`config.mk`:
```
export PLATFORM = sky130hd
export DESIGN_NAME = awgn_scale_serializer
export DESIGN_NICKNAME = d
export VERILOG_FILES = /design/src/rtl/awgn_scale_serializer.sv
export SDC_FILE = /design/constraint.sdc
export NUM_CORES = 1
export LEC_CHECK = 0
export CORE_MARGIN = 2
export CORE_UTILIZATION = 62
export CTS_CLUSTER_DIAMETER = 80
export DETAILED_ROUTE_END_ITERATION = 10
export PLACE_DENSITY = 0.81
export SLEW_MARGIN = 0
export SYNTH_ARGS = -nofsm -noshare
export SYNTH_HDL_FRONTEND = slang
export SYNTH_SLANG_ARGS = --single-unit
```
`constraint.sdc`:
```
create_clock -name clk -period 10.8 [get_ports clk]
set_input_delay 1.62 -clock clk [delete_from_list [all_inputs] [get_ports clk]]
set_output_delay 1.62 -clock clk [all_outputs]
set_load 0.005 [all_outputs]
```
`src/rtl/awgn_scale_serializer.sv`:
```
// rtl/awgn_scale_serializer.sv - Box-Muller scale stage: x0=f*g0, x1=f*g1, round/saturate, serialize
//
// Ports:
//   clk, rst          clock, asynchronous active-high reset
//   in_valid/in_ready input handshake for f (UQ4.13), g0/g1 (signed Q1.15)
//   out_valid/out_ready output handshake for x (signed Q5.11)
//   out_sel           0: x carries x0, 1: x carries x1
//   pair_cnt          completed pairs, wraps modulo 2^CW
module awgn_scale_serializer #(
    parameter int FW    = 17,
    parameter int GW    = 16,
    parameter int OW    = 16,
    parameter int SHIFT = 17,
    parameter int CW    = 16
) (
    input  logic          clk,
    input  logic          rst,
    input  logic          in_valid,
    output logic          in_ready,
    input  logic [FW-1:0] f,
    input  logic [GW-1:0] g0,
    input  logic [GW-1:0] g1,
    output logic          out_valid,
    input  logic          out_ready,
    output logic [OW-1:0] x,
    output logic          out_sel,
    output logic [CW-1:0] pair_cnt
);

    localparam int PW = FW + GW + 1;        // full product width
    localparam int RW = PW + 1 - SHIFT;     // width after rounding add and shift

    localparam logic [PW:0]             HALF    = (PW+1)'(1) << (SHIFT - 1);
    localparam logic signed [RW-1:0]    SAT_MAX = RW'((64'sd1 <<< (OW - 1)) - 64'sd1);
    localparam logic signed [RW-1:0]    SAT_MIN = ~SAT_MAX;

    typedef enum logic [1:0] {S_EMPTY, S_HAVE0, S_HAVE1} state_t;

    // Round half toward +inf, then clamp into the output range.
    function automatic logic [OW-1:0] rnd_sat(input logic [FW-1:0] fv, input logic [GW-1:0] gv);
        logic signed [PW-1:0] p;
        logic        [PW:0]   s;
        logic signed [RW-1:0] r;
        logic        [OW-1:0] res;
        p = PW'($signed({1'b0, fv})) * PW'($signed(gv));
        s = {p[PW-1], p} + HALF;
        r = $signed(s[PW:SHIFT]);           // upper bits == arithmetic shift by SHIFT
        if (RW > OW) begin
            if (r > SAT_MAX)
                res = OW'(SAT_MAX);
            else if (r < SAT_MIN)
                res = OW'(SAT_MIN);
            else
                res = OW'(r);
        end else begin
            res = OW'(r);
        end
        return res;
    endfunction

    logic [FW-1:0] f_r;
    logic [GW-1:0] g0_r, g1_r;
    logic          v1;
    logic [OW-1:0] xr0, xr1;
    state_t        state, state_nxt;
    logic          s2_load;

    assign s2_load  = v1 && (state == S_EMPTY || (state == S_HAVE1 && out_ready));
    assign in_ready = !v1 || s2_load;

    // Stage 1: input holding register
    always_ff @(posedge clk or posedge rst) begin
        if (rst) begin
            v1   <= 1'b0;
            f_r  <= '0;
            g0_r <= '0;
            g1_r <= '0;
        end else begin
            if (in_valid && in_ready) begin
                v1   <= 1'b1;
                f_r  <= f;
                g0_r <= g0;
                g1_r <= g1;
            end else if (s2_load) begin
                v1 <= 1'b0;
            end
        end
    end

    // Stage 2: pair register, state register and pair counter
    always_ff @(posedge clk or posedge rst) begin
        if (rst) begin
            state    <= S_EMPTY;
            xr0      <= '0;
            xr1      <= '0;
            pair_cnt <= '0;
        end else begin
            state <= state_nxt;
            if (s2_load) begin
                xr0 <= rnd_sat(f_r, g0_r);
                xr1 <= rnd_sat(f_r, g1_r);
            end
            if (state == S_HAVE1 && out_ready)
                pair_cnt <= pair_cnt + 1'b1;
        end
    end

    always_comb begin
        state_nxt = state;
        case (state)
            S_EMPTY: if (s2_load)   state_nxt = S_HAVE0;
            S_HAVE0: if (out_ready) state_nxt = S_HAVE1;
            // Completing x1 while a new pair loads hands off straight to x0 with no gap.
            S_HAVE1: if (out_ready) state_nxt = s2_load ? S_HAVE0 : S_EMPTY;
            default: state_nxt = S_EMPTY;
        endcase
    end

    always_comb begin
        out_valid = (state != S_EMPTY);
        out_sel   = (state == S_HAVE1);
        x         = (state == S_HAVE1) ? xr1 : xr0;
    end

endmodule

```
### Routed metal per tile, run 1

Scale bar: 50 um. The die is cut into 39 by 39 equal tiles; dark purple is low, yellow is high, scaled to the fullest tile. Values are wire area over tile area, all layers added.
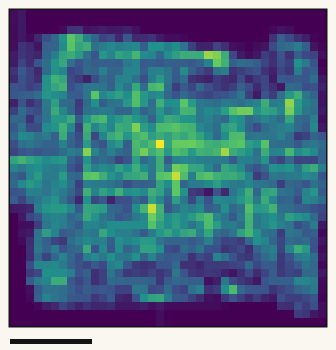
18% of the tiles are over half the peak. The densest ninth of the die: centre. The fullest tile reaches 0.78.
number of vias in the routed layout: 16600
Overall Global Routing Usage: 30.9%
total wire length: 54600 um
routed wire length per instance: 19.2 um

### Wires at chosen ports, followed through buffers, run 1

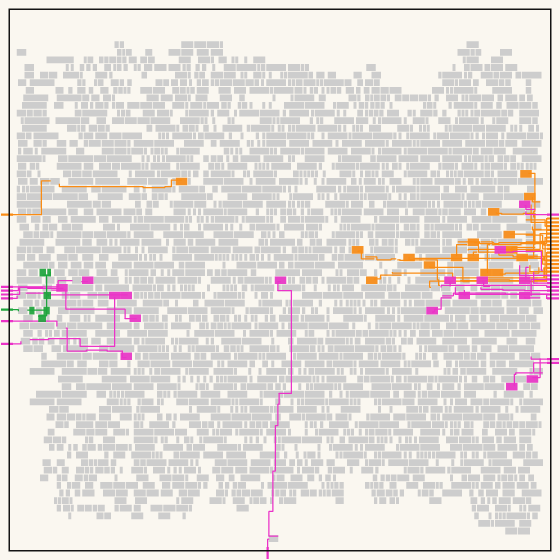
Green is out_ready, bits 1, direction input, edge left, end cells 6, buffers 1, wire 33.7 um. Magenta is f, bits 17, direction input, edge 10 right, 6 left, 1 bottom, end cells 17, buffers 17, wire 641 um. Orange is g0, bits 16, direction input, edge 15 right, 1 left, end cells 16, buffers 16, wire 703 um.
count of buffers from port buffering: 87
number of ports placed on the die boundary: 88

==> flow_metrics.py, run 1 <==
# Generated from Yosys and OpenROAD reports
metrics = {
    "place": {
        "place.detailed.instances": 2834,
        "gpl.final_weighted_congestion": 0.893,
        "place.detailed.hpwl_um": 42000,
    },
    "final_timing": {
        "max_clock_freq_mhz": 131,
        "worst_hold_slack_ps": 479,
        "timing_hold_violations_final": 0,
        "worst_margin_slew_ps": 1300,
        "setup_total_negative_slack_ps": 0,
        "clock-skew-final_ps": 10.2,
        "finalCriticalPeriod_ps": 7660,
        "timing.final.max_slew_violations": 0,
        "layout_worst_path_cycle_share_pct": 70.9,
        "setup_viol_count_final": 0,
        "rsz0062_at_grt": "no",
    },
    "critical_path": {
        "cp_data_required_time_ps": 11110,
        "critical_path.startpoint_type": "register",
        "worstPathBufferInverterCount": 5,
        "critPathTopFamily": "adder cells",
        "r2r_cells": 22,
        "cp_cell_sequence": "nand2_1, fa_1, inv_1, fa_1, inv_1, fa_1, inv_1, fa_1, fa_1, inv_1, fa_1, inv_1, ha_1, a21oi_1, o21ai_0, a32o_1, a31oi_1, o211ai_1, a22oi_1, nor2_1, nor3_2, a221o_1",
        "setup.worst_path.end_class": "register",
        "arrival_ps": 7960,
        "critical-path-slowest-cell": "dfrtp_1",
        "crit_path_max_incr_delay_ps": 1210,
        "worstSetupPathType": "register to register",
    },
    "synth": {
        "synth_top_area_share_pct": 37.3,
        "synth.cell_area_mm2": 0.0222,
        "synth.cells.most_frequent": "inv_1 (511), fa_1 (414), nand2_1 (301)",
        "synth_async_sr_flop_share_pct": 100,
        "top_cells_by_area": "fa_1 (37%), ha_1 (14%), dfrtp_1 (11%)",
        "postSynthSeqShare_pct": 11.3,
        "synthesis.yosys.warnings": 0,
        "synthFlopType": "dfrtp_1",
        "ys_seq_elements": 100,
        "synth.lib_cells_used.distinct": 65,
        "synth.avg_cell_area_um2": 9.33,
    },
    "run": {
        "timing.max_cap.violations": 0,
        "openroad_warning_count": 26,
    },
    "route": {
        "routed_via_density": 5.82,
        "drt_pass1_iterations": 7,
        "detail-route-antenna-nets": 0,
    },
    "final_layout": {
        "instances_no_fill": 2851,
        "post_route_cells_drive_above_1_share_pct": 5.19,
        "layout.nets": 3100,
    },
    "hold_path": {
        "holdCritPathClass": "register to register",
    },
    "global_routing": {
        "antenna_found_initial": 1,
        "grt_max_degree": 85,
        "grt.overflow.total": 0,
    },
    "clock_tree": {
        "cts-resized-gates": 0,
        "numCtsBuffers": 9,
        "tritoncts": "done",
        "clock_sink_count": 100,
        "ctsHtreeMaxLevel": 3,
        "clkTransAtPathRegs_ps": 80,
        "clock_insertion_delay_worst_skew_ps": 370,
        "maximum_clock_path_buffer_count": 2,
        "post_cts_buffers": 0,
    },
    "die": {
        "die_span_in_x_um": 193,
        "core_area_mm2": 0.0354,
        "core_util_floorplan_pct": 62.8,
        "die_area_mm2": 0.0374,
    },
    "status": {
        "status": "complete, no violations",
    },
}
### Drive-strength map, run 1

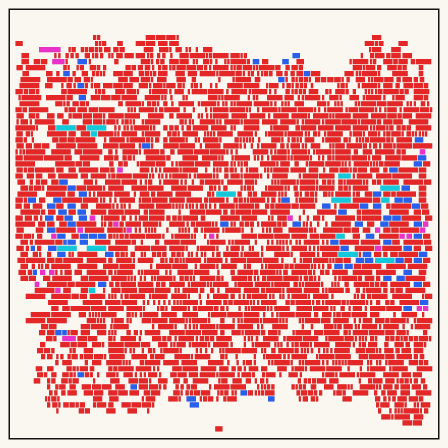
Blue is _2 cells, cells 86. Cyan is _6 and larger, cells 14. Red is _0 and _1 cells, cells 2265. Magenta is _3 and _4 cells, cells 24.
synthesis-to-finish area growth: 6.49%
PnR worst setup slack: 3140 ps

### Routing congestion map, run 1

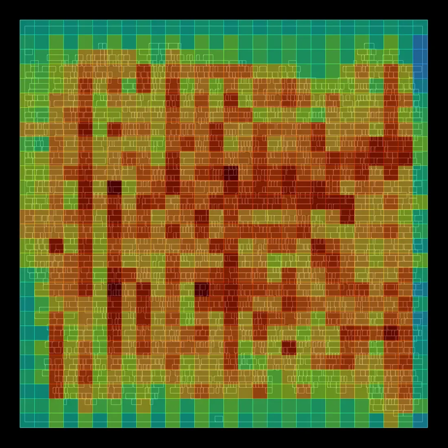
gr busiest metal: met2
global-route met3 utilization: 6.00%

## run 1: through the flow
step / area (um2) / setup WS, ps
2_1_floorplan: 22200 / 4460
3_3_place_gp: 23400 / 3530
3_5_place_dp: 23400 / 3300
4_1_cts: 23700 / 3260
5_1_grt: 23700 / 2750
6_report: 23700 / 3140
## run 1: worst max path at each step
stage                       start      end  cells after the start
after floorplan           g1_r[7]   xr1[4]                     25
after global placement     f_r[8]  xr0[11]                     20
after detailed placement   f_r[7]   xr0[3]                     22
after CTS                  f_r[7]   xr0[3]                     22
after global routing       f_r[7]   xr0[0]                     22
final                      f_r[7]   xr0[3]                     22
## run 1: state kept, by name (all words and copies together) (netlist names)
name	count
f_r	17
g0_r	16
g1_r	16
pair_cnt	16
xr0	16
xr1	16
state	2
v1	1
## run 1: layout by cell type, fill, tap and decap left out, types with 3 or more instances in the layout
cell type,netlist,routed
inv_1,511,510
fa_1,414,414
nand2_1,301,300
ha_1,249,249
and2_1,242,242
dfrtp_1,100,100
clkdlybuf4s50_1,0,87
mux2_2,66,66
nor2_1,54,54
a21oi_1,42,42
xnor2_1,37,37
o21ai_0,30,30
a221o_1,29,29
nand3_1,22,22
nand2b_1,19,19
buf_4,3,19
nand4_1,17,17
a21o_1,13,13
nor3_1,12,12
xor2_1,12,12
clkbuf_16,0,9
a211oi_1,8,8
and3_1,8,8
a21oi_2,8,8
o211ai_1,6,6
nor2b_1,5,5
o21ai_1,5,5
o21a_1,4,4
and4_1,4,4
a31oi_1,4,4
o21bai_1,3,3
a2111oi_0,3,3
## run 1: kinds of logic (layout without fill, tap and decap cells)
kind of cell / Yosys count / count (layout) / share of synthesized area (%)
flops: 100 / 100 / 11.3
fa+ha+maj: 663 / 663 / 51.3
buf+inv: 626 / 635 / 10.7
other cells: 0 / 1 / 0
simple gates: 698 / 698 / 15.6
compound gates: 177 / 177 / 5.74
mux: 67 / 67 / 3.39
xor+xnor: 49 / 49 / 1.93
## run 1: layer usage
layer	GRT usage (%)	wire length, um
met5	0	0
met1	39.9	21000
met4	10.3	1920
met2	52.6	27000
met3	6.00	4620
## run 1: cell type report
| class | count | area, um2 |
|---|---|---|
| Antenna cell | 1 | 2.50 |
| Clock buffer | 9 | 225 |
| Clock inverter | 7 | 70.1 |
| Fill cell | 2708 | 11700 |
| Inverter | 513 | 1930 |
| Multi-Input combinational cell | 1654 | 17300 |
| Sequential cell | 100 | 2500 |
| Tap cell | 461 | 577 |
| Timing Repair Buffer | 106 | 1010 |
==> run 1 -> run 2 <==
- clock period: 10.8 -> 7.5 ns (I/O delays scaled with it)
==> flow_metrics.py, run 2 <==
# Generated from Yosys and OpenROAD reports
metrics = {
    "status": {
        "status": "complete, no violations",
    },
    "hold_path": {
        "hp-start": "pair_cnt[15]",
        "holdCritPathClass": "register to register",
        "min_to": "pair_cnt[15]",
        "min_delay_path_depth": 1,
    },
    "final_layout": {
        "largest-register": "f_r",
        "layout_top_cells": "inv_1 (510), fa_1 (414), nand2_1 (300), ha_1 (249), and2_1 (242)",
        "layout.nets": 3124,
        "antennaDiodeCount": 0,
        "final_layout_top_logic_cell": "inv_1",
        "fillerInstances": 2696,
        "comb_area_mm2": 0.0173,
        "instances_no_fill": 2873,
        "largest_register_ff_count": 17,
        "seqCellArea_mm2": 0.00250,
        "post_route_cells_drive_above_1_share_pct": 6.09,
    },
    "critical_path": {
        "r2r_cells": 23,
        "r2r-end": "xr0[11]",
        "cp_cell_sequence": "buf_4, nand2_1, fa_1, inv_1, fa_1, inv_1, fa_1, inv_1, fa_1, fa_1, inv_1, fa_1, inv_1, ha_1, a21oi_1, o21ai_0, a32o_1, a31oi_1, o21ai_0, nor2_1, o31ai_1, xor2_1, a221o_1",
        "depth_of_the_critical_timing_path_with_buffers_and_inverters_included": 23,
        "crit_top_cell": "fa_1",
        "critical_path.startpoint_type": "register",
        "worstSetupPathType": "register to register",
        "setup.worst_path.end_class": "register",
        "worstPathBufferInverterCount": 6,
        "reg2reg_from": "f_r[6]",
        "critPathTopFamily": "adder cells",
        "reg2reg_slack_ps": 230,
        "worstPathMaxFanout": 19,
        "critical-path-slowest-cell": "dfrtp_1",
        "arrival_ps": 7520,
        "crit_path_max_incr_delay_ps": 850,
        "cp_data_required_time_ps": 7750,
    },
    "synth": {
        "synth_top_area_share_pct": 37.3,
        "postSynthSeqShare_pct": 11.3,
        "synthesis.yosys.warnings": 0,
        "synth.cell_area_mm2": 0.0222,
        "edf_count": 0,
        "post_synth_inst_count": 2380,
        "synthFlopType": "dfrtp_1",
        "synth.cells.most_frequent": "inv_1 (511), fa_1 (414), nand2_1 (301)",
        "synth.lib_cells_used.distinct": 65,
        "top_cells_by_area": "fa_1 (37%), ha_1 (14%), dfrtp_1 (11%)",
        "synth.avg_cell_area_um2": 9.33,
        "synth.yosys.chip_area_mm2": 0.0222,
        "ys_seq_elements": 100,
        "synth_async_sr_flop_share_pct": 100,
    },
    "final_timing": {
        "worst_margin_slew_ps": 1050,
        "setup_viol_count_final": 0,
        "timing.final.max_slew_violations": 0,
        "finalCriticalPeriod_ps": 7270,
        "rsz0062_at_grt": "no",
        "slew_headroom_pct": 30.1,
        "layout_worst_path_cycle_share_pct": 96.9,
        "max_clock_freq_mhz": 138,
        "timing_hold_violations_final": 0,
        "clock-skew-final_ps": 14.7,
        "setup_total_negative_slack_ps": 0,
    },
    "die": {
        "die_area_mm2": 0.0374,
        "core_area_mm2": 0.0354,
        "core_util_floorplan_pct": 62.8,
        "die_span_in_x_um": 193,
        "num_io_pins": 88,
    },
    "clock_tree": {
        "clock_insertion_delay_worst_skew_ps": 380,
        "post_cts_buffers": 0,
        "clkTransAtPathRegs_ps": 70,
        "maximum_clock_path_buffer_count": 2,
        "postCtsHoldBufs": 0,
        "numCtsBuffers": 9,
        "tritoncts": "done",
        "clock_sink_count": 100,
        "cts-resized-gates": 0,
        "clock-root-buffer": "clkbuf_16",
        "ctsHtreeMaxLevel": 3,
    },
    "global_routing": {
        "grt_max_degree": 82,
        "antenna_found_initial": 1,
        "gr_busiest_metal": "met2",
        "grt.overflow.total": 0,
        "grt_pass1_wl_um": 92600,
    },
    "run": {
        "openroad_warning_count": 26,
        "timing.max_cap.violations": 0,
    },
    "place": {
        "gpl.final_weighted_congestion": 0.861,
        "place.detailed.instances": 2858,
        "place.detailed.hpwl_um": 43800,
        "io_buffers": 87,
    },
    "route": {
        "drt_pass1_iterations": 5,
        "routed_via_density": 5.82,
        "detail-route-antenna-nets": 0,
    },
}
==> run 2: cell counts after synthesis <==
Identical to the previous run, type by type.
==> run 2: cells by family (layout without fill, tap and decap cells) <==
family	after synthesis	count (layout)	synth area share (%)
flops	100	100	11.3
compound gates	177	177	5.74
xor+xnor	49	49	1.93
fa+ha+maj	663	663	51.3
simple gates	698	698	15.6
buf+inv	626	658	10.7
mux	67	67	3.39
==> run 2: final cells by class <==
type	instances	area share [%]
clock buffer	9	0.945
multi-input combinational	1654	72.8
timing repair buffer	130	5.06
tap	461	2.42
sequential	100	10.5
inverter	513	8.09
clock inverter	6	0.236
==> run 2: routing by layer <==
layer / vias up / part of all wire (%)
met5: - / 0.026
met3: 175 / 8.7
li1: 7314 / -
met2: 807 / 50
met1: 8433 / 37
met4: 2 / 4.3
==> run 2: worst max-delay path by stage <==
stage,start,to
2_1_floorplan,g1_r[7],xr1[4]
3_3_place_gp,f_r[8],xr0[11]
3_5_place_dp,f_r[6],xr0[12]
4_1_cts,f_r[6],xr0[12]
5_1_grt,f_r[6],xr0[11]
6_report,f_r[6],xr0[11]
==> run 2: worst register-to-register path, cell delays in order, from the launching register on <==
cell	delay (ps)
dfrtp_1	850
buf_4	310
nand2_1	100
fa_1	550
inv_1	50
fa_1	490
inv_1	50
fa_1	540
inv_1	50
fa_1	420
fa_1	540
inv_1	50
fa_1	470
inv_1	40
ha_1	310
a21oi_1	230
o21ai_0	140
a32o_1	280
a31oi_1	500
o21ai_0	250
nor2_1	290
o31ai_1	140
xor2_1	160
a221o_1	340
==> run 2: per-stage QoR <==
stage                     cell area (um2)  worst slack [ps]  util (%)  hold slack, ps
after global routing                23800              18.5      67.3             521
after detailed placement            23600               426      66.5             478
after floorplan                     22200              1160         -             461
final                               23800               229      67.3             489
after global placement              23600               547      66.5             468
after CTS                           23800               407      67.3             494
### Routed metal per tile, run 2

Scale bar: 50 um. The die is cut into 39 by 39 equal tiles; dark purple is low, yellow is high, scaled to the fullest tile. Values are wire area over tile area, all layers added.
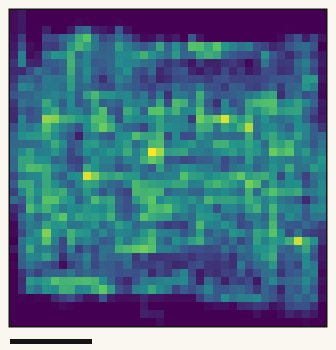
number of vias in the routed layout: 16700
routed wire length per instance: 19.0 um
total wire length: 54700 um
Overall Global Routing Usage: 31.0%

### Drive-strength map, run 2

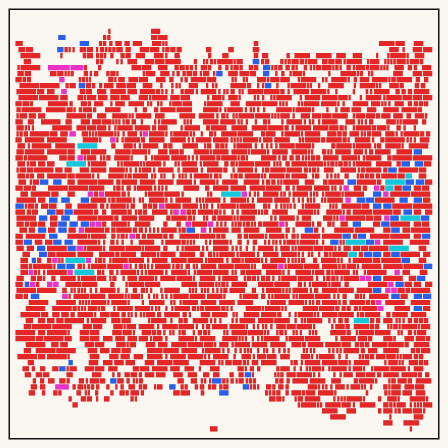
total of plain and repair buffers excluding clock buffers: 130
PnR worst setup slack: 229 ps
post-route cell area: 0.0238 mm2
synthesis-to-finish area growth: 7.29%

### Routing congestion map, run 2

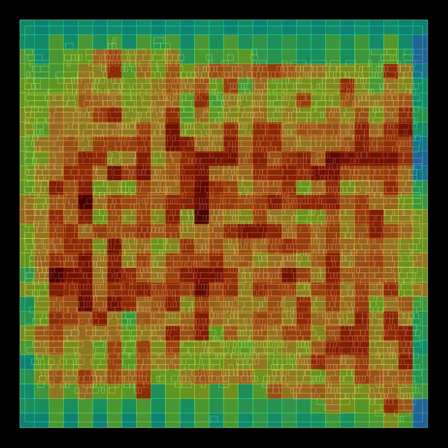
met1 track demand over resource: 38.9%
met2 usage: 52.2%
final standard cell utilization of the core: 67.3%
global-route met3 utilization: 6.99%

